`src/rtl/difficulty_select.sv`:
```
// Debounces the five board push-buttons and maintains the game difficulty (1..3)
// read by the processor; also exports debounced levels and press pulses.
module difficulty_select #(
  parameter int DEBOUNCE_CYCLES = 500000,
  parameter int CNT_W           = 20,
  parameter int RESET_DIFF      = 1
) (
  input  logic        clock,
  input  logic        reset,
  input  logic        BTNL,
  input  logic        BTNC,
  input  logic        BTNR,
  input  logic        BTNU,
  input  logic        BTND,
  output logic [4:0]  btn_level,
  output logic [4:0]  btn_pressed,
  output logic [31:0] difficulty,
  output logic        difficulty_changed
);

  localparam int NUM_BTN = 5;
  localparam logic [CNT_W-1:0] CNT_LAST = CNT_W'(DEBOUNCE_CYCLES - 1);

  typedef enum logic [2:0] {
    BIT_L = 3'd0,
    BIT_C = 3'd1,
    BIT_R = 3'd2,
    BIT_D = 3'd3,
    BIT_U = 3'd4
  } btn_bit_e;

  logic [NUM_BTN-1:0] raw;
  logic [NUM_BTN-1:0] sync1;
  logic [NUM_BTN-1:0] sync2;
  logic [CNT_W-1:0]   cnt      [NUM_BTN];
  logic [CNT_W-1:0]   cnt_nxt  [NUM_BTN];
  logic [NUM_BTN-1:0] level_nxt;
  logic [1:0]         diff_q;
  logic [1:0]         diff_nxt;

  assign raw = {BTNU, BTND, BTNR, BTNC, BTNL};

  // NOTE: every always_comb output gets a default first so no path can infer a latch.
  always_comb begin
    for (int i = 0; i < NUM_BTN; i++) begin
      level_nxt[i] = btn_level[i];
      cnt_nxt[i]   = '0;
      if (sync2[i] != btn_level[i]) begin
        if (cnt[i] == CNT_LAST) begin
          level_nxt[i] = sync2[i];
        end else begin
          cnt_nxt[i] = cnt[i] + CNT_W'(1);
        end
      end
    end
  end

  // Direct selects win over stepping; U and D together cancel out.
  always_comb begin
    diff_nxt = diff_q;
    if (btn_pressed[BIT_L]) begin
      diff_nxt = 2'd1;
    end else if (btn_pressed[BIT_C]) begin
      diff_nxt = 2'd2;
    end else if (btn_pressed[BIT_R]) begin
      diff_nxt = 2'd3;
    end else if (btn_pressed[BIT_U] && !btn_pressed[BIT_D]) begin
      diff_nxt = (diff_q == 2'd3) ? 2'd3 : diff_q + 2'd1;
    end else if (btn_pressed[BIT_D] && !btn_pressed[BIT_U]) begin
      diff_nxt = (diff_q == 2'd1) ? 2'd1 : diff_q - 2'd1;
    end
  end

  // NOTE: all state updates are non-blocking so every flop sees pre-edge values.
  always_ff @(posedge clock) begin
    if (reset) begin
      sync1              <= '0;
      sync2              <= '0;
      btn_level          <= '0;
      btn_pressed        <= '0;
      diff_q             <= 2'(RESET_DIFF);
      difficulty_changed <= 1'b0;
      for (int i = 0; i < NUM_BTN; i++) begin
        cnt[i] <= '0;
      end
    end else begin
      sync1              <= raw;
      sync2              <= sync1;
      btn_level          <= level_nxt;
      // Pulse lands in the same cycle the level first reads 1.
      btn_pressed        <= level_nxt & ~btn_level;
      diff_q             <= diff_nxt;
      difficulty_changed <= (diff_nxt != diff_q);
      for (int i = 0; i < NUM_BTN; i++) begin
        cnt[i] <= cnt_nxt[i];
      end
    end
  end

  assign difficulty = {30'd0, diff_q};

endmodule

```
`config.mk`:
```
export PLATFORM = sky130hd
export DESIGN_NAME = difficulty_select
export DESIGN_NICKNAME = d
export VERILOG_FILES = /design/src/rtl/difficulty_select.sv
export SDC_FILE = /design/constraint.sdc
export NUM_CORES = 1
export LEC_CHECK = 0
export CAP_MARGIN = 20
export CORE_MARGIN = 2
export CORE_UTILIZATION = 60
export DETAILED_ROUTE_END_ITERATION = 10
export PLACE_DENSITY = 0.83
export SLEW_MARGIN = 20
export SYNTH_ARGS = -nofsm -noshare
export SYNTH_HDL_FRONTEND = slang
export SYNTH_SLANG_ARGS = --single-unit
```
`constraint.sdc`:
```
create_clock -name clock -period 3.2 [get_ports clock]
set_clock_uncertainty 0.2 [all_clocks]
set_input_delay 0.8 -clock clock [delete_from_list [all_inputs] [get_ports clock]]
set_output_delay 0.8 -clock clock [all_outputs]
set_load 0.005 [all_outputs]
```
### Signal wires by layer, run 1

Scale: 3 px per um.
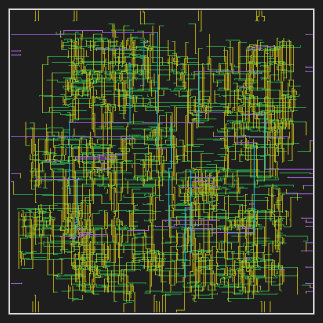
[met3] purple | wire length: 512 um
[met1] green | wire length: 5010 um
[met4] cyan | wire length: 268 um
[met2] yellow | wire length: 5640 um

### Clock distribution, run 1

Scale: 4 px per um.
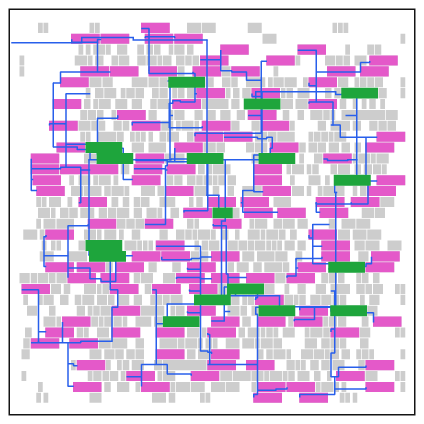
[clock wires] blue | length: 1460 um
[cells driving clock nets] green | count: 17
[flip-flops] magenta | count: 123
flops lie: widely spread
routed clock nets: 18

### Signal wires on met3, run 1

Scale: 4 px per um.
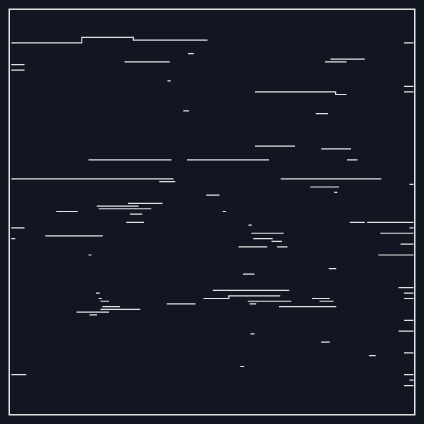
wire length on this layer: 512 um
longest straight run: 40.2 um
main direction: horizontal

[run 1: cell usage in the layout (no fill, tap or decap), types with 11 or more instances in the layout]
cell type          n
or3_1             26
nand3_1           33
nor2b_1           11
clkdlybuf4s50_1   19
xnor2_1           30
clkbuf_16         16
o21ai_0           27
conb_1            30
or4_1             18
inv_1             19
xor2_1            32
and4_1            14
nor2_1            74
a21oi_1           41
dfxtp_1          123
nand2_1           30
o31ai_1           13
nand4_1           33
[run 1: worst min path at each step]
stage	endpoint	cells after the start	slack, ps	start
after floorplan	sync2[0]	1	210	sync1[0]
after global placement	sync2[3]	1	220	sync1[3]
after detailed placement	sync2[2]	1	230	sync1[2]
after CTS	sync2[2]	1	240	sync1[2]
after global routing	sync2[1]	1	250	sync1[1]
final	sync2[1]	1	240	sync1[1]
[run 1: final cells by class]
| class | count | area, um2 |
|---|---|---|
| Tap cell | 111 | 139 |
| Inverter | 19 | 71.3 |
| Clock inverter | 5 | 78.8 |
| Multi-Input combinational cell | 487 | 2930 |
| Clock buffer | 27 | 522 |
| Fill cell | 707 | 2770 |
| Sequential cell | 123 | 2460 |
| Timing Repair Buffer | 23 | 220 |
[run 1: power by group]
group	switching, mW	internal, mW
registers	0.00467	1.54
clock network	0.646	1.25
logic	0.0300	0.0168
total	0.680	2.81
[run 1: logic make-up (layout without fill, tap and decap cells)]
family | count (synthesis) | count (layout) | synth area share
simple gates | 295 | 295 | 0.291
flops | 123 | 123 | 0.436
compound gates | 92 | 92 | 0.0941
buf+inv | 65 | 74 | 0.0645
xor+xnor | 62 | 62 | 0.0961
fa+ha+maj | 8 | 8 | 0.0177
other cells | 1 | 30 | 0.000664
[run 1: flip-flops by register name (all words and copies together) (netlist names)]
signal	count
diff_q	2
sync2	5
sync1	5
btn_pressed	5
cnt	100
difficulty_changed	1
btn_level	5
[run 1: per-layer routing]
layer / part of all wire / GRT usage / vias up
met2: 0.49 / 0.397 / 123
met4: 0.023 / 0.109 / 0
met3: 0.045 / 0.0596 / 26
met1: 0.44 / 0.271 / 2218
met5: 0 / 0 / -
li1: - / - / 2309
[run 1: stage by stage]
| stage | utilization | setup slack [ps] | cells | power, mW |
|---|---|---|---|---|
| 5_1_grt | 0.699 | 586 | 795 | 3.60 |
| 6_report | 0.699 | 660 | 795 | 3.49 |
| 2_1_floorplan | - | 1030 | 675 | 1.63 |
| 3_5_place_dp | 0.633 | 760 | 763 | 1.62 |
| 3_3_place_gp | 0.633 | 810 | 763 | 1.62 |
| 4_1_cts | 0.699 | 632 | 795 | 3.51 |
==> impl_metrics.json, run 1 <==
{
  "status": "finished, final reports clean",
  "arrival_ps": 1540,
  "async_flop_share": 0,
  "die_x_um": 101,
  "max_stage_delay_ps": 560,
  "cts.sinks": 123,
  "track_usage": 0.232,
  "antenna_found_initial": 0,
  "most_common_cell": "dfxtp_1",
  "grt_pass1_vias": 4323,
  "yosys.area.top_type": "dfxtp_1",
  "cp_num_cells": 1,
  "hold_buffers": 0,
  "yosys-top-cells-area": "dfxtp_1, xor2_1, nor2_1",
  "fin_nets": 686,
  "slew_violations": 0,
  "place_hpwl_um": 7540,
  "crit_family": "buffers and inverters",
  "min_period_ps": 2540,
  "end_kind": "primary output",
  "drtPass1Iterations": 4,
  "hold_violations": 0,
  "htreeDepth": 4,
  "syn_area_um2": 5650,
  "hp-class": "reg -> reg",
  "drc": 0,
  "ys_chip_area_um2": 5650,
  "dieArea_um2": 10200,
  "r2r_start": "cnt[0][11]",
  "crit_buf_inv": 1,
  "path_clk_slew_ps": 60,
  "wl_um": 11400,
  "ir_drop_mv": 0.426,
  "whs_ps": 238,
  "synthCells": 646,
  "relSlewSlack": 0.569,
  "ys_ff": 123,
  "synth.distinct_cells": 43,
  "ff2ff_path_depth": 4,
  "yosysSeqAreaShare": 0.436,
  "grt_max_degree": 30,
  "portBuffers": 19,
  "overflow": 0,
  "worstReg2RegEnd": "cnt[0][6]",
  "ctsRootBufferMaster": "clkbuf_8",
  "ys_cells": 646,
  "critPathSlowestCell": "clkdlybuf4s50_1",
  "crit_required_ps": 2200,
  "worstSetupStartpoint": "btn_pressed[0]",
  "timing.fmax_ghz": 0.394,
  "dr.first_iter.drc_count": 203,
  "fin_setup_tns_ps": 0,
  "placed_cell_area_um2": 5820,
  "avgViaCountPerCell": 5.88,
  "worst_pin_slew_ps": 640,
  "warning_count": 28,
  "coreArea_um2": 9200,
  "drtAntennaViolNets": 0,
  "power_density_nw_per_um2": 543,
  "pin_count": 50,
  "ys_warn_count": 0,
  "cts_buffers": 17,
  "final_layout_size_suffix_gt1_frac": 0.0614,
  "cp-endpoint": "btn_pressed[0]",
  "post-cts-setup-buffer-count": 0,
  "syn_area_per_cell_um2": 8.74,
  "cap_viol_max_count": 0,
  "initial_core_util": 0.614,
  "fin_crit_sh": 0.794,
  "worstSetupPathType": "reg -> out",
  "vias": 4676,
  "cts-resized-gates": 0,
  "n_antenna_cell": 0,
  "rsz0062_at_grt": "false",
  "grt_pass1_wl_um": 19000,
  "rrSetupSlack_ps": 850,
  "fp-row-count": 35,
  "stdcell_area_um2": 6420,
  "cp_max_fo": 7,
  "gp_congestion": 0.845,
  "top_cells_by_count": "dfxtp_1, nor2_1, a21oi_1, nand3_1, nand4_1",
  "synth-main-ff-cell": "dfxtp_1",
  "wl_per_cell_um": 14.4,
  "p_leak_nw": 2.06,
  "setup_viol": 0,
  "cts_tree": "built",
  "cts_buffer_depth": 2,
  "chipHeight_um": 101,
  "critPathLaunchType": "flip-flop",
  "crit_chain": "clkdlybuf4s50_1",
  "synth-edff-count": 0,
  "synth_top_area_share": 0.436,
  "area_growth_pct": 13.7,
  "clk_latency_ps": 510
}
## Run 2: what changed since run 1
- CORE_UTILIZATION: 60 -> 58
- PLACE_DENSITY: 0.83 -> 0.8
- clock period: 3.2 -> 2.7 ns (I/O delays scaled with it)
==> run 2 against run 1 <==
Sequential power up 19%. Count of clock-buffer cells in the layout down 3. Cell area up 0.31%. Largest power group unchanged. Critical endpoint is now btn_pressed[3].
==> impl_metrics.json, run 2 <==
{
  "status": "finished, final reports clean",
  "path_clk_slew_ps": 50,
  "cts_tree": "built",
  "ys_ff": 123,
  "post_synth_mux_area_share": 0,
  "cts-resized-gates": 0,
  "critPathSlowestCell": "clkdlybuf4s50_1",
  "crit_buf_inv": 1,
  "area_growth_pct": 14.1,
  "crit_required_ps": 1820,
  "most_common_cell": "dfxtp_1",
  "hold_violations": 0,
  "rrSetupSlack_ps": 390,
  "die_x_um": 103,
  "post-cts-setup-buffer-count": 0,
  "async_flop_share": 0,
  "yosys.area_share.aoi": 0.0941,
  "warning_count": 28,
  "crit_family": "buffers and inverters",
  "chipHeight_um": 103,
  "mostFrequentLayoutCell": "dfxtp_1",
  "nFillCells": 769,
  "ys_sh_xor": 0.0961,
  "synth_top_area_share": 0.436,
  "power_density_nw_per_um2": 629,
  "top_register": "cnt",
  "grt_pass1_vias": 4314,
  "ctsRootBufferMaster": "clkbuf_8",
  "cts_buffer_depth": 2,
  "simple_gate_area_frac": 0.291,
  "fin_setup_tns_ps": 0,
  "place_hpwl_um": 7700,
  "yosysSeqAreaShare": 0.436,
  "drtAntennaViolNets": 0,
  "yosys-top-cells-area": "dfxtp_1, xor2_1, nor2_1",
  "synth.comb.largest_family": "simple AND/OR/NAND/NOR gates",
  "htreeDepth": 4,
  "rsz0062_at_grt": "false",
  "cp_num_cells": 1,
  "crit_chain": "clkdlybuf4s50_1",
  "worstSetupStartpoint": "btn_pressed[3]",
  "dr.first_iter.drc_count": 246,
  "cp_max_fo": 8,
  "slew_violations": 0,
  "largest_reg_flops": 100,
  "worst_pin_slew_ps": 667,
  "ys_chip_area_um2": 5650,
  "vias": 4735,
  "wl_um": 11500,
  "min_period_ps": 2440,
  "r2r_start": "cnt[0][8]",
  "final_cell_mix": "dfxtp_1, nor2_1, a21oi_1",
  "setup_viol": 0,
  "pin_count": 50,
  "synth-edff-count": 0,
  "ys_cells": 646,
  "yosys.area.top_type": "dfxtp_1",
  "top_cells_by_count": "dfxtp_1, nor2_1, a21oi_1, nand3_1, nand4_1",
  "fin_nets": 689,
  "dieArea_um2": 10500,
  "final_layout_size_suffix_gt1_frac": 0.0655,
  "synth-main-ff-cell": "dfxtp_1",
  "track_usage": 0.230,
  "fin_cells": 820,
  "synth.distinct_cells": 43,
  "syn_area_um2": 5650,
  "ff2ff_path_depth": 4,
  "ys_warn_count": 0,
  "timing.fmax_ghz": 0.409,
  "clk_latency_ps": 530,
  "p_leak_nw": 2.06,
  "worstSetupPathType": "reg -> out",
  "syn_area_per_cell_um2": 8.74,
  "initial_core_util": 0.589,
  "cap_viol_max_count": 0,
  "coreArea_um2": 9590,
  "relSlewSlack": 0.551,
  "wl_per_cell_um": 14.0,
  "worstReg2RegEnd": "cnt[0][4]",
  "grt_pass1_wl_um": 19100,
  "cts.sinks": 123,
  "critPathLaunchType": "flip-flop",
  "overflow": 0,
  "place_inst": 788,
  "avgViaCountPerCell": 5.77,
  "cts_buffers": 17,
  "drtPass1Iterations": 5,
  "max_stage_delay_ps": 560,
  "grt_max_degree": 22,
  "gp_congestion": 0.858,
  "n_antenna_cell": 0,
  "hold_buffers": 0,
  "cp-endpoint": "btn_pressed[3]",
  "portBuffers": 19,
  "fp-row-count": 36,
  "synthCells": 646,
  "fin_crit_sh": 0.905,
  "arrival_ps": 1570,
  "drc": 0
}
==> run 2: kinds of logic after synthesis <==
kind of cell,after synthesis
buf+inv,65
simple gates,295
compound gates,92
fa+ha+maj,8
flops,123
xor+xnor,62
other cells,1
==> run 2: worst min path at each step <==
stage,from,endpoint,cells after the start
floorplan,sync1[0],sync2[0],1
global placement,sync1[2],sync2[2],1
detailed placement,sync1[4],sync2[4],1
CTS,sync1[4],sync2[4],1
global route,sync1[2],sync2[2],1
finish,sync1[4],sync2[4],1
==> run 2: through the flow <==
stage                     hold slack (ps)  area (um2)  setup slack (ps)  power, mW   util
after floorplan                       214        5760               532       1.94      -
after global placement                220        5870               439       1.92  0.612
after detailed placement              225        5870               396       1.93  0.612
after CTS                             238        6440               230       4.08  0.672
after global routing                  250        6440               186       4.17  0.672
final                                 237        6440               257       4.05  0.672
==> run 2: routing by layer <==
layer / vias to the layer above / part of all wire / track usage / wire [um]
met3: 22 / 0.050 / 0.0651 / 570
met5: - / 0 / 0 / 0
met2: 112 / 0.48 / 0.371 / 5550
met4: 0 / 0.021 / 0.114 / 239
li1: 2327 / - / - / -
met1: 2274 / 0.44 / 0.284 / 5100
==> run 2: area by class of cell <==
cell class	instances	area [um2]	area share
clock buffer	24	480	0.0745
clock inverter	8	90.1	0.0140
inverter	19	71.3	0.0111
multi-input combinational	487	2930	0.455
sequential	123	2460	0.382
tap	133	166	0.0258
timing repair buffer	26	243	0.0377
==> run 2: where the power goes <==
part	leakage [nW]	internal, mW	total, mW	switching [mW]
clock network	0.288	1.40	2.16	0.764
logic	0.782	0.0213	0.0583	0.0370
registers	0.993	1.83	1.83	0.00554
total	2.06	3.25	4.05	0.806
### Signal wires by layer, run 2

Scale: 3 px per um.
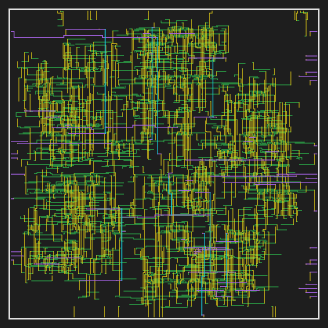
[met1] green | wire length: 5100 um
[met3] purple | wire length: 571 um
[met4] cyan | wire length: 240 um
[met2] yellow | wire length: 5550 um

### Signal wires on met3, run 2

Scale: 4 px per um.
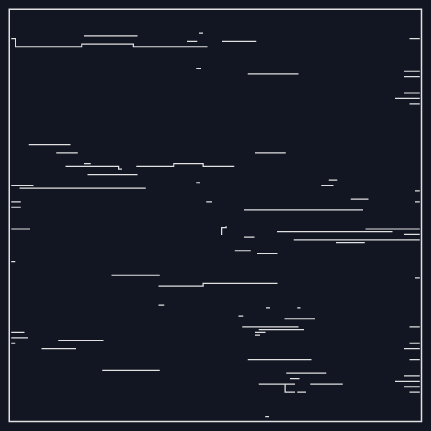
nets with wire on the layer: 58
share of all routed wire: 5.0%
main direction: horizontal

Power figures rest on the tool's default switching activity, not on a simulated workload.
